Figure 1. Power grid.
Bar = 50 um. Pins as bars on the die edge. Tap cells in grey.
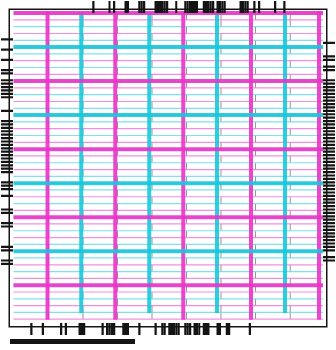
Figure 2. Placement by cell class.
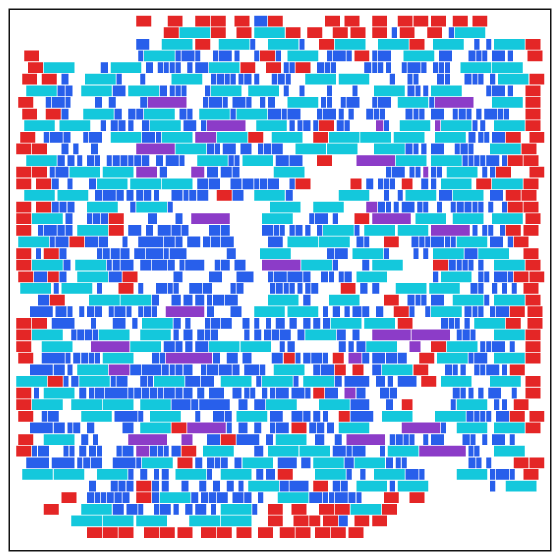
Figure 3. Routed clock nets over the placement.
Bar = 50 um.
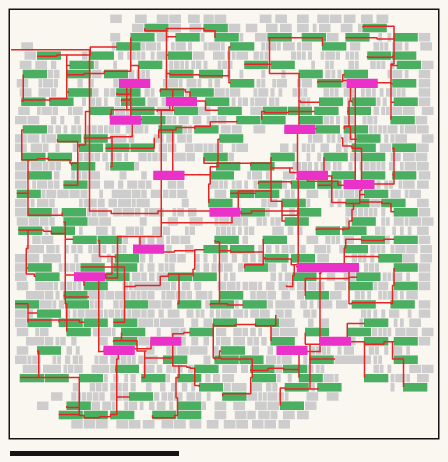
Figure 4. Wiring by layer.
Bar = 50 um. Only two layers are drawn.
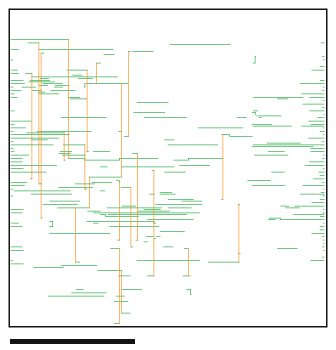
Figure 5. The clock network.
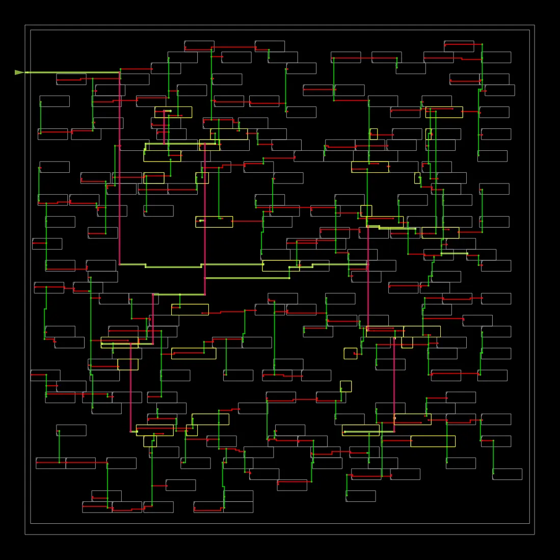
## config.mk

```make
export PLATFORM = sky130hd
export DESIGN_NAME = decode_stage
export DESIGN_NICKNAME = d
export VERILOG_FILES = /design/src/rtl/decode_stage.sv
export SDC_FILE = /design/constraint.sdc
export NUM_CORES = 1
export LEC_CHECK = 0
export ABC_CLOCK_PERIOD_IN_PS = 5900
export CAP_MARGIN = 5
export CORE_UTILIZATION = 55
export DETAILED_ROUTE_END_ITERATION = 10
export HOLD_SLACK_MARGIN = 0.15
export PLACE_DENSITY = 0.87
export SETUP_SLACK_MARGIN = 0.05
export SYNTH_ARGS = -nofsm -noshare
export SYNTH_HDL_FRONTEND = slang
export SYNTH_SLANG_ARGS = --single-unit
```

## constraint.sdc

```tcl
create_clock -name clk -period 5.9 [get_ports clk]
set_clock_uncertainty 0.1 [all_clocks]
set_input_delay 0.59 -clock clk [delete_from_list [all_inputs] [get_ports clk]]
set_output_delay 0.59 -clock clk [all_outputs]
set_load 0.01 [all_outputs]
```

## src/rtl/decode_stage.sv

```systemverilog
// decode_stage: registered RV32I decoder with valid/ready flow control, a one-entry skid buffer
// and a saturating illegal-instruction counter.
package cpu_pkg;
   typedef enum logic [3:0] {
      ALU_ADD, ALU_SUB, ALU_SLL, ALU_SLT, ALU_SLTU, ALU_XOR, ALU_SRL, ALU_SRA, ALU_OR, ALU_AND
   } t_alu_op;
   typedef struct packed {
      t_alu_op    alu_op;
      logic       sel_alu_pc;
      logic       sel_alu_imm;
      logic       sel_dmem_wb;
      logic       sel_next_pc_alu_out;
      logic       reg_wr_en;
      logic [3:0] mem_byt_en;
      logic       mem_wr_en;
      logic       sel_wb;
   } t_ctrl;
   localparam t_ctrl CTRL_DEFAULT = '{ALU_ADD, 1'b0, 1'b0, 1'b0, 1'b0, 1'b0, 4'b0000, 1'b0, 1'b1};
endpackage

module decode_stage import cpu_pkg::*; #(
   parameter int XLEN  = 32,
   parameter int CNT_W = 8
) (
   input  logic             clk,
   input  logic             rst_n,
   input  logic             flush,
   input  logic             in_valid,
   output logic             in_ready,
   input  logic [31:0]      in_instr,
   input  logic [XLEN-1:0]  in_pc,
   output logic             out_valid,
   input  logic             out_ready,
   output logic [XLEN-1:0]  out_pc,
   output logic [4:0]       rs1,
   output logic [4:0]       rs2,
   output logic [4:0]       rd,
   output logic [XLEN-1:0]  imm,
   output t_ctrl            ctrl,
   output logic             illegal,
   output logic [CNT_W-1:0] illegal_cnt
);
   typedef struct packed {
      logic [XLEN-1:0] pc;
      logic [4:0]      rs1;
      logic [4:0]      rs2;
      logic [4:0]      rd;
      logic [XLEN-1:0] imm;
      t_ctrl           ctrl;
      logic            illegal;
   } t_ent;

   t_ent             dec, out_q, out_d, skid_q, skid_d;
   logic             out_v_q, out_v_d, skid_v_q, skid_v_d, acc, load_out;
   logic [CNT_W-1:0] cnt_q, cnt_d;
   logic [6:0]       opc, f7;
   logic [2:0]       f3;
   logic [3:0]       byt;
   t_alu_op          r_op;

   always_comb begin
      opc  = in_instr[6:0];
      f3   = in_instr[14:12];
      f7   = in_instr[31:25];
      byt  = f3[1:0] == 2'd0 ? 4'b0001 : f3[1:0] == 2'd1 ? 4'b0011 : 4'b1111;
      // opc[5] separates OP from OP-IMM, which has no SUB
      case (f3)
         3'd0:    r_op = (opc[5] & in_instr[30]) ? ALU_SUB : ALU_ADD;
         3'd1:    r_op = ALU_SLL;
         3'd2:    r_op = ALU_SLT;
         3'd3:    r_op = ALU_SLTU;
         3'd4:    r_op = ALU_XOR;
         3'd5:    r_op = in_instr[30] ? ALU_SRA : ALU_SRL;
         3'd6:    r_op = ALU_OR;
         default: r_op = ALU_AND;
      endcase
      dec.pc      = in_pc;
      dec.rs1     = in_instr[19:15];
      dec.rs2     = in_instr[24:20];
      dec.rd      = in_instr[11:7];
      dec.imm     = '0;
      dec.ctrl    = CTRL_DEFAULT;
      dec.illegal = 1'b0;
      case (opc)
         7'b0110011: begin
            dec.ctrl.reg_wr_en = 1'b1;
            dec.ctrl.alu_op    = r_op;
            dec.illegal        = !(f7 == 7'd0 || (f7 == 7'b0100000 && (f3 == 3'd0 || f3 == 3'd5)));
         end
         7'b0010011: begin
            dec.imm              = XLEN'($signed(in_instr[31:20]));
            dec.ctrl.reg_wr_en   = 1'b1;
            dec.ctrl.sel_alu_imm = 1'b1;
            dec.ctrl.alu_op      = r_op;
            dec.illegal          = (f3 == 3'd1 && f7 != 7'd0) ||
                                   (f3 == 3'd5 && (f7 & 7'b1011111) != 7'd0);
         end
         7'b0000011: begin
            dec.imm              = XLEN'($signed(in_instr[31:20]));
            dec.ctrl.sel_alu_imm = 1'b1;
            dec.ctrl.reg_wr_en   = 1'b1;
            dec.ctrl.sel_dmem_wb = 1'b1;
            dec.ctrl.mem_byt_en  = byt;
            dec.illegal          = f3 inside {3'd3, 3'd6, 3'd7};
         end
         7'b0100011: begin
            dec.imm              = XLEN'($signed({in_instr[31:25], in_instr[11:7]}));
            dec.ctrl.sel_alu_imm = 1'b1;
            dec.ctrl.mem_wr_en   = 1'b1;
            dec.ctrl.mem_byt_en  = byt;
            dec.illegal          = f3 >= 3'd3;
         end
         7'b1100011: begin
            dec.imm              = XLEN'($signed({in_instr[31], in_instr[7], in_instr[30:25], in_instr[11:8], 1'b0}));
            dec.ctrl.sel_alu_pc  = 1'b1;
            dec.ctrl.sel_alu_imm = 1'b1;
            dec.illegal          = f3 inside {3'd2, 3'd3};
         end
         7'b1101111, 7'b1100111: begin
            dec.imm                      = opc[3] ?
               XLEN'($signed({in_instr[31], in_instr[19:12], in_instr[20], in_instr[30:21], 1'b0})) :
               XLEN'($signed(in_instr[31:20]));
            dec.ctrl.sel_alu_pc          = opc[3];
            dec.ctrl.sel_alu_imm         = 1'b1;
            dec.ctrl.sel_next_pc_alu_out = 1'b1;
            dec.ctrl.reg_wr_en           = 1'b1;
            dec.ctrl.sel_wb              = 1'b0;
         end
         7'b0110111, 7'b0010111: begin
            dec.imm              = XLEN'($signed({in_instr[31:12], 12'b0}));
            dec.rs1              = opc[5] ? 5'd0 : in_instr[19:15];
            dec.ctrl.sel_alu_pc  = ~opc[5];
            dec.ctrl.sel_alu_imm = 1'b1;
            dec.ctrl.reg_wr_en   = 1'b1;
         end
         default: dec.illegal = 1'b1;
      endcase
      if (dec.illegal) dec.ctrl = CTRL_DEFAULT;
   end

   always_comb begin
      in_ready = ~skid_v_q;
      acc      = in_valid & in_ready & ~flush;
      load_out = ~out_v_q | out_ready;
      out_v_d  = ~flush & (load_out ? (skid_v_q | acc) : 1'b1);
      skid_v_d = ~flush & ~load_out & (skid_v_q | acc);
      out_d    = (load_out & skid_v_q) ? skid_q : (load_out & acc) ? dec : out_q;
      skid_d   = (~load_out & acc) ? dec : skid_q;
      cnt_d    = cnt_q + CNT_W'(acc & dec.illegal & ~&cnt_q);
   end

   always_ff @(posedge clk) begin
      if (!rst_n) begin
         out_v_q  <= 1'b0;
         skid_v_q <= 1'b0;
         out_q    <= '0;
         skid_q   <= '0;
         cnt_q    <= '0;
      end else begin
         out_v_q  <= out_v_d;
         skid_v_q <= skid_v_d;
         out_q    <= out_d;
         skid_q   <= skid_d;
         cnt_q    <= cnt_d;
      end
   end

   assign out_valid   = out_v_q;
   assign out_pc      = out_q.pc;
   assign rs1         = out_q.rs1;
   assign rs2         = out_q.rs2;
   assign rd          = out_q.rd;
   assign imm         = out_q.imm;
   assign ctrl        = out_q.ctrl;
   assign illegal     = out_q.illegal;
   assign illegal_cnt = cnt_q;
endmodule

```

==> job_summary.md <==
## Implementation flow summary

| Metric | Value |
|---|---|
| IO Count | `174` |
| Routed vias/inst | `about 6.0` |
| Grt peak-use layer | `met2` |
| Max Freq | `around 280 MHz` |
| Reg power frac | `around 49%` |
| Power Density | `approximately 270 nW/um2` |
| Combinational power share | `about a tenth` |
| HP Start | `ctrl[7]$_SDFFE_PN0P_` |
| Routing usage on met3 | `5.947%` |
| Hold Path Class | `reg2reg` |
| Gate Count Post-Synth | `about 1100` |
| EDFF count, synth | `0` |
| Yosys cell types | `approximately 72` |
| Critical R2R Capture | `skid_q[44]$_SDFFE_PN0P_` |
| Crit. path cell count | `10` |
| Layout area overhead | `26.37%` |
| Sw Ratio | `roughly a quarter` |
| Ys flops | `198` |
| ClkCell Share | `roughly 5.5%` |
| Post-placement setup slack | `between 2 and 2.5 ns` |
| Startpoint Class | `primary input` |
| Async S/R FF share, synth | `0%` |
| Gate Area | `slightly above 4000 um2` |
| DP Wirelength | `~15000 um` |
| Slowest CP cell | `nor2_1` |
| Setup Crit Path Kind | `in2reg` |
| Combinational gates | `roughly 760` |
| Tap Count | `roughly 190` |
| Avg Inst Size Synth | `8.061 um2` |
| Main logic family | `AND-OR/OR-AND gates` |
| Synthesis area per yosys | `~8500 um2` |
| Logic share of the area | `around two fifths` |
| GR Util met1 | `between 30% and 40%` |
| Filler cells | `1172` |
| Buf/Inv on CP | `1` |
| Core Util at FP | `a little under three fifths` |
| Gpl congestion | `0.8720` |
| Top cells by area | `dfxtp_1 47%, nand2_1 11%, a21oi_1 6.9%` |
| Worst-Margin Slew | `about 1.1 ns` |
| Comb power | `about 0.0003 W` |
| Compound Share, Synth | `around a quarter` |
| Reg-to-reg slack, setup | `3.19 ns` |
| Hold_ws | `between 0.3 and 0.4 ns` |
| Hold Crit Endpoint | `ctrl[7]$_SDFFE_PN0P_` |
| Mux frac, synth | `less than 1%` |
| Sequential cell power | `~0.0014 W` |
| Top cell family by delay on the critical path | `simple AND/OR/NAND/NOR gates` |
| Root Buffer | `clkbuf_16` |
| Largest net degree at the start of global routing | `69` |
| Synth Warn # | `0` |
| Yosys simple share | `about a fifth` |
| Tool warning count | `26` |
| CTS tree | `done` |
| Top-count cell post-synth | `nand2_1` |
| Status | `completed` |
| Unrepaired setup endpoints after global routing | `no` |
| Final non-filler cell total | `roughly 1400` |
| Iteration-0 DRC Markers | `~800` |
| Worst Setup End Kind | `register` |
| Number of setup buffers added after CTS | `0` |
| Post-route setup slack | `approximately 2.4 ns` |
| R2R depth | `5` |
| Residual DRC | `0` |
| First-pass GRT wire length | `between 30000 and 40000 um` |
| Count of final hold-check violations | `0` |
| Hold_buf cts | `0` |
| Layout cells sized above 1 | `under 10%` |
| Top cell type's share of synthesized area | `between 40 and 50%` |
| Final ANT Viol Nets | `0` |
| RR Startpoint | `skid_v_q$_SDFF_PN0_` |
| Crit path largest cell delay | `0.70 ns` |
| Final Slew Violations | `0` |
| Initial antenna violation count | `0` |
| Setup Viol. Count Final | `0` |
| Clock Pin Slew Worst Setup and Hold Paths | `around 0.07 ns` |
| DP Cell Count | `around 1300` |
| Die extent in x | `around 130 um` |
| Count of input and output buffers | `173` |
| Bufs w/o clock | `around 180` |
| Most flop-heavy register | `skid_q` |
| Area leader, netlist | `dfxtp_1` |
| Ant. Diodes | `0` |
| Leading cell kind | `multi-input combinational cells` |
| Topmost layer with routed signal wires | `met4` |
| Bufs on Longest Clock Path | `2` |
| Yosys Instances | `1055` |
| Max-slew headroom | `29.38%` |
| H-Tree Depth | `4` |
| Dominant logic cell type in the layout | `nand2_1` |
| Cell internal pwr | `about 0.0022 W` |
| Top Consumer | `registers` |
| XOR/XNOR share of the synthesized area | `0.6179%` |
| Most common logic cells in the final layout | `256 x nand2_1, 198 x dfxtp_1, 173 x clkdlybuf4s50_1, 118 x a21oi_1, 87 x nor2_1` |
| Max reg flops | `between 90 and 100` |
| Max_cap viols | `0` |
| Post-Route M1 WL | `about 9900 um` |
| Grt total ovfl | `0` |
| Top cell by count, worst path | `a21oi_1` |
| Hold Path Stages | `2` |
| Layout non-clock buf frac | `between 15 and 20%` |
| Req. time, crit path | `6.15 ns` |
| Non-CTS inverters | `6` |
| Synthesized Nets | `about 1100` |
| Leakage | `between 3 and 4 nW` |
| Post-CTS Resized | `0` |
| GR Util met2 | `around 50%` |
| TNS Setup | `0 ns` |
| Design Power | `between 0.002 and 0.003 W` |
| Worst Setup SP | `in_instr[2]` |
| Mapped Area | `8504 um2` |
| Detailed Routing Iterations Pass 1 | `5` |
| Synth cell count leaders | `257 x nand2_1, 198 x dfxtp_1, 118 x a21oi_1, 87 x nor2_1, 62 x clkbuf_1` |
| Main synth FF type | `dfxtp_1` |
| Vias in the first global route | `between 7000 and 8000` |
| Worst EP arrival | `3.76 ns` |
| Die area | `about 16000 um2` |
| WL met2 | `around 11000 um` |
Notes on Figure 1 above:
- VSS: magenta
- VDD: cyan
- signal pins: 174
- met1 rails: 46
- tap cells: 188
- met5 straps: 9
die height: 126.4 um
area of the core: 15150 um2
Worst IR Drop VDD: 0.1998 mV

Notes on Figure 2 above:
- sequential cells: cyan (cells 198)
- combinational and other logic: blue (cells 762)
- remaining buffers and delay cells: red (cells 184)
- clock drivers and dummy loads: purple (cells 32)
post-route cell area: 10750 um2
Rows: 45
Seq area share: 36.88%
fin util: 70.95%

Notes on Figure 3 above:
- clock drivers: magenta (count 17)
- clock wires: red (length 2090 um)
- flip-flops: green (count 198)
- routed clock nets: 18
Worst-Skew Late Latency: 0.42 ns
clock power share: 40.7%
Clk. pwr: 0.00116 W

Notes on Figure 4 above:
- metal 4: orange (wire length 617 um)
- metal 3: green (wire length 1760 um)
vias: 8151
routed wire length per instance: 17.01 um
Routed WL: 23200 um
Total GRT Usage: 29.23%

Notes on Figure 5 above:
Clock Sinks: 198
CTS Buf Count: 17
flip-flops: 198
# clk buffers: 22

Power figures rest on the tool's default switching activity, not on a simulated workload.
